$ cat src/rtl/up_state_pkg.sv
// Shared types and widths for the uP run-state controller.
package up_state_pkg;

    localparam int BOOT_ADDR_W = 15;
    localparam int WORD_W      = 16;

    typedef enum logic [1:0] {
        BOOT    = 2'd0,
        RUN     = 2'd1,
        PAUSING = 2'd2,
        PAUSED  = 2'd3
    } state_t;

    // The Core holds pause only while the request stays high, so both
    // pause states drive it.
    function automatic logic pause_requested(input state_t s);
        return (s == PAUSING) || (s == PAUSED);
    endfunction

endpackage

$ cat src/rtl/btn_debounce.sv
// Raw button -> two-flop synchronizer -> debounced level -> one-cycle press pulse
// on each debounced 0->1 edge.
module btn_debounce #(
    parameter int DBNC_CYCLES = 50000
) (
    input  logic i_clk,
    input  logic i_rstn,
    input  logic i_raw,
    output logic o_level,
    output logic o_pressPulse
);

    localparam int                CNT_W    = $clog2(DBNC_CYCLES + 1);
    localparam logic [CNT_W-1:0]  CNT_LAST = CNT_W'(DBNC_CYCLES - 1);

    logic [1:0]       sync_q;
    logic             level_q, level_d;
    logic             prev_q;
    logic             pulse_q, pulse_d;
    logic [CNT_W-1:0] cnt_q, cnt_d;

    // The count only advances while the synchronized input disagrees with the
    // debounced level; any cycle of agreement (a bounce) restarts it.
    always_comb begin
        // NOTE: every signal gets a default first so no path leaves it unassigned (no latch).
        level_d = level_q;
        cnt_d   = '0;
        if (sync_q[1] != level_q) begin
            if (cnt_q == CNT_LAST) begin
                level_d = sync_q[1];
            end else begin
                cnt_d = cnt_q + 1'b1;
            end
        end
        pulse_d = level_q & ~prev_q;
    end

    always_ff @(posedge i_clk or negedge i_rstn) begin
        if (!i_rstn) begin
            sync_q  <= '0;
            level_q <= 1'b0;
            prev_q  <= 1'b0;
            pulse_q <= 1'b0;
            cnt_q   <= '0;
        end else begin
            // NOTE: non-blocking assignments so every flop samples pre-edge values.
            sync_q  <= {sync_q[0], i_raw};
            level_q <= level_d;
            prev_q  <= level_q;
            pulse_q <= pulse_d;
            cnt_q   <= cnt_d;
        end
    end

    assign o_level      = level_q;
    assign o_pressPulse = pulse_q;

endmodule

$ cat src/rtl/up_state.sv
// uP run-state controller: streams the boot image into memory, then sequences
// RUN/PAUSE from the debounced button and the Core's HLT report.
module up_state
    import up_state_pkg::*;
#(
    parameter int BOOT_WORDS  = 32768,
    parameter int DBNC_CYCLES = 50000
) (
    input  logic              i_clk,
    input  logic              i_rstn,
    input  logic [WORD_W-1:0] i_bootData,
    input  logic              i_bootValid,
    output logic              o_bootReady,
    output logic [WORD_W-1:0] o_bootAddr,
    output logic [WORD_W-1:0] o_bootDataOut,
    output logic              o_bootWr,
    input  logic              i_pauseBtn,
    output logic              o_smIsBooted,
    output logic              o_smStartPause,
    input  logic              i_smNowPaused,
    input  logic              i_reportHLT,
    output logic [1:0]        o_state
);

    localparam int               CNT_W     = BOOT_ADDR_W + 1;
    localparam logic [CNT_W-1:0] BOOT_LAST = CNT_W'(BOOT_WORDS);

    state_t            state_q, state_d;
    logic [CNT_W-1:0]  cnt_q, cnt_d;
    logic [WORD_W-1:0] addr_q, addr_d;
    logic [WORD_W-1:0] data_q, data_d;
    logic              wr_q, wr_d;
    logic              booted_q, booted_d;
    logic              pause_q, pause_d;
    logic              boot_accept;
    logic              press;
    logic              btn_level_unused;

    btn_debounce #(
        .DBNC_CYCLES (DBNC_CYCLES)
    ) u_btn (
        .i_clk        (i_clk),
        .i_rstn       (i_rstn),
        .i_raw        (i_pauseBtn),
        .o_level      (btn_level_unused),
        .o_pressPulse (press)
    );

    // Ready is decoded, not registered; qualifying it with reset keeps it low
    // while reset is held even though the decoded state says BOOT.
    assign o_bootReady = i_rstn && (state_q == BOOT) && (cnt_q < BOOT_LAST);
    assign boot_accept = i_bootValid && o_bootReady;

    always_comb begin
        state_d = state_q;
        cnt_d   = cnt_q;
        addr_d  = addr_q;
        data_d  = data_q;
        wr_d    = 1'b0;

        if (boot_accept) begin
            addr_d = {1'b0, cnt_q[BOOT_ADDR_W-1:0]};
            data_d = i_bootData;
            wr_d   = 1'b1;
            cnt_d  = cnt_q + 1'b1;
        end

        case (state_q)
            BOOT:    if (cnt_q == BOOT_LAST)        state_d = RUN;
            RUN:     if (press || i_reportHLT)      state_d = PAUSING;
            PAUSING: if (i_smNowPaused)             state_d = PAUSED;
            PAUSED:  if (press)                     state_d = RUN;
            default:                                state_d = BOOT;
        endcase

        booted_d = (state_d != BOOT);
        pause_d  = pause_requested(state_d);
    end

    always_ff @(posedge i_clk or negedge i_rstn) begin
        if (!i_rstn) begin
            state_q  <= BOOT;
            cnt_q    <= '0;
            addr_q   <= '0;
            data_q   <= '0;
            wr_q     <= 1'b0;
            booted_q <= 1'b0;
            pause_q  <= 1'b0;
        end else begin
            state_q  <= state_d;
            cnt_q    <= cnt_d;
            addr_q   <= addr_d;
            data_q   <= data_d;
            wr_q     <= wr_d;
            booted_q <= booted_d;
            pause_q  <= pause_d;
        end
    end

    assign o_bootAddr     = addr_q;
    assign o_bootDataOut  = data_q;
    assign o_bootWr       = wr_q;
    assign o_smIsBooted   = booted_q;
    assign o_smStartPause = pause_q;
    assign o_state        = state_q;

endmodule
$ cat config.mk
export PLATFORM = sky130hd
export DESIGN_NAME = up_state
export DESIGN_NICKNAME = d
export VERILOG_FILES = /design/src/rtl/up_state_pkg.sv /design/src/rtl/btn_debounce.sv /design/src/rtl/up_state.sv
export SDC_FILE = /design/constraint.sdc
export NUM_CORES = 1
export LEC_CHECK = 0
export CAP_MARGIN = 25
export CORE_ASPECT_RATIO = 0.75
export CORE_UTILIZATION = 50
export DETAILED_ROUTE_END_ITERATION = 16
export GPL_TIMING_DRIVEN = 0
export PLACE_DENSITY = 0.83
export SLEW_MARGIN = 20
export SYNTH_ARGS = -nofsm -noshare
export SYNTH_HDL_FRONTEND = slang
export SYNTH_SLANG_ARGS = --single-unit
$ cat constraint.sdc
create_clock -name i_clk -period 1.88 [get_ports i_clk]
set_input_delay 0.376 -clock i_clk [delete_from_list [all_inputs] [get_ports i_clk]]
set_output_delay 0.376 -clock i_clk [all_outputs]
set_load 0.02 [all_outputs]
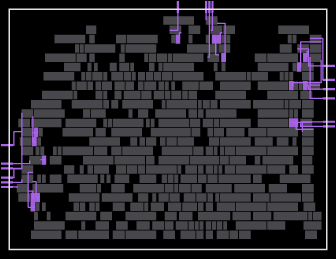
Run 1: nets reached from selected ports
- i_bootData: purple (bits 16; direction input; edge 6 left, 6 right, 4 top; end cells 16; wire 247 µm)
Port-buffer cells: 58
# IOs: 60

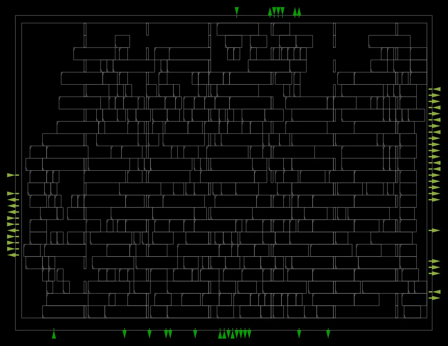
Run 1: cell outlines without signal wires
sequential share of cell area: 44.4%
# rows: 24

==> summary.txt, run 1 <==
yosys + openroad results -> P_leak 1.93 nW, drt pass-1 iters 4, critical path's slowest cell or4b_4, final hold slack -43.3 ps, Final WS setup -46.7 ps, #MultiIn Comb 185, Mapped Cells 273, final-layout fill cell count 423, VDD IR max 0.428 mV, area share of and/or/nand/nor cells after synthesis 21.0%, clk_buf instances 9, gr ovfl total 0, Clk pwr share 36.3%, failing checks hold timing, setup timing, worst path bufs/invs 1, Least-Margin Pin Slew 880 ps, Main logic family simple AND/OR/NAND/NOR gates, Top delay family on crit path simple AND/OR/NAND/NOR gates, cell area after synthesis 3050 µm², WP data required 2140 ps, ClkCell Share 3.97%, first-pass GRT wire length 10,800 µm, chip height 69.7 µm, Placed Area 3760 µm², wire per inst 14.8 µm, Iter 0 DRT Violations 96, mux share 6.27%, Seq cells 72, Syn Nets 298, Crit. path cell count 5, Hold Path Class in -> async, final setup fails 4, fin area 4060 µm², Final Hold Violation Tally 25, Setup Crit Path Kind reg -> reg, aoi share 1.43%, Worst setup SP type flop, post-layout period usage 102%, Switching Fraction 23.5%, Vias/cell 5.15, status finished, violations left, Int Pwr 2.13 mW, met3 WL 446 µm, logic share of the area 29.1%, crit path max fanout 5, Init Core Util 52.2%
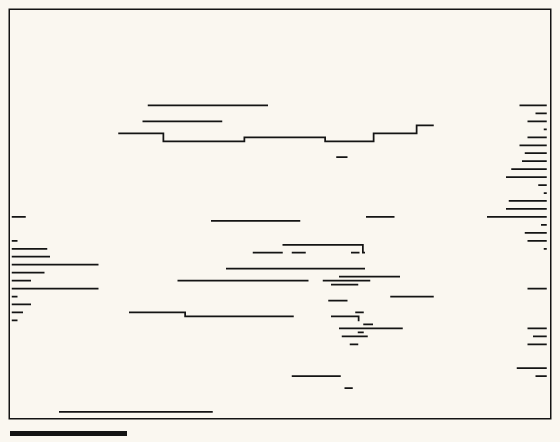
Run 1: met3 routing
Scale bar: 20 µm.
- wire length on this layer: 446 µm
- main direction: horizontal
- share of all routed wire: 6.9%
- nets with wire on the layer: 56
routed vias: 2,246
met3 Use GR: 7.68%
total wire length: 6450 µm

==> run 2: changes to the inputs <==
--- a/config.mk
+++ b/config.mk
@@ -9,8 +9,9 @@
 export CORE_ASPECT_RATIO = 0.75
 export CORE_UTILIZATION = 50
 export DETAILED_ROUTE_END_ITERATION = 16
+export DONT_BUFFER_PORTS = 1
 export GPL_TIMING_DRIVEN = 0
-export PLACE_DENSITY = 0.83
+export PLACE_DENSITY = 0.7
 export SLEW_MARGIN = 20
 export SYNTH_ARGS = -nofsm -noshare
 export SYNTH_HDL_FRONTEND = slang
==> run 2 against run 1 <==
The run still ends with hold timing, setup timing left. Worst hold slack lost 240 ps. Combinational power shrank 79%. Critical path depth down 3. Flip-flop count did not move. Non-clock buffer count decreased by 69. Clock power rose by 23%. Total power is 3.8% higher. Area after synthesis unchanged.
==> summary.txt, run 2 <==
yosys + openroad results -> sequential share of cell area 53.0% (+8.6 points), status finished, violations left, critical path's slowest cell or4b_4, cell area after synthesis 3050 µm² (unchanged), final hold slack -282 ps (-238 ps), Setup Crit Path Kind reg -> out, ClkCell Share 6.07% (+2.1 points), Switching Fraction 21.3% (-2.2 points), aoi share 1.43% (unchanged), Seq cells 72 (unchanged), Crit. path cell count 2 (-3), Top delay family on crit path simple AND/OR/NAND/NOR gates, worst path bufs/invs 1 (unchanged), VDD IR max 0.413 mV (-3.5%), # rows 24 (unchanged), final-layout fill cell count 504 (+19%), chip height 69.7 µm (unchanged), crit path max fanout 7 (+2), P_leak 1.67 nW (-13%), #MultiIn Comb 185 (unchanged), mux share 6.27% (unchanged), Placed Area 3150 µm² (-16%), Int Pwr 2.28 mW (+6.8%), final setup fails 21 (+17), failing checks hold timing, setup timing, Hold Path Class in -> async, Final Hold Violation Tally 72 (+190%), Vias/cell 5.30 (+3.0%), drt pass-1 iters 4 (unchanged), met3 Use GR 6.47% (-1.2 points), met3 WL 274 µm (-39%), wire per inst 14.3 µm (-3.2%), total wire length 5270 µm (-18%), Iter 0 DRT Violations 94 (-2.1%), routed vias 1,952 (-13%), Worst setup SP type flop, # IOs 60 (unchanged), clk_buf instances 12 (+3), Final WS setup -89.4 ps (-42.7 ps), Syn Nets 298 (unchanged), WP data required 1500 ps (-640 ps)
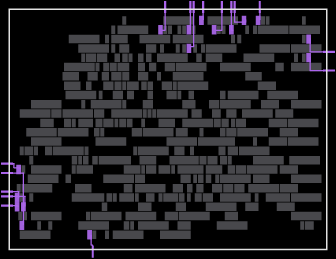
Run 2: nets reached from selected ports
- i_bootData: purple (bits 16; direction input; edge 8 top, 5 left, 2 right, 1 bottom; end cells 16; wire 106 µm)
Port-buffer cells: 0

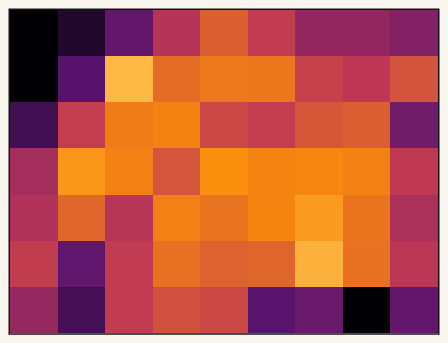
Run 2: placement density heat map
The die is cut into 9 by 7 equal tiles; black is low, pale yellow is high, 0 to 100% covered.
- nearly empty tiles: 4.8%
- mean over tiles: 51%
- emptiest ninth of the die: top left
- tiles over 75% full: 7.9%
- densest ninth of the die: middle
- fullest tile: 85%
Init Core Util: 52.2%
core area: 5860 µm²
Post-Route Utilization: 58.1%

Power figures rest on the tool's default switching activity, not on a simulated workload.
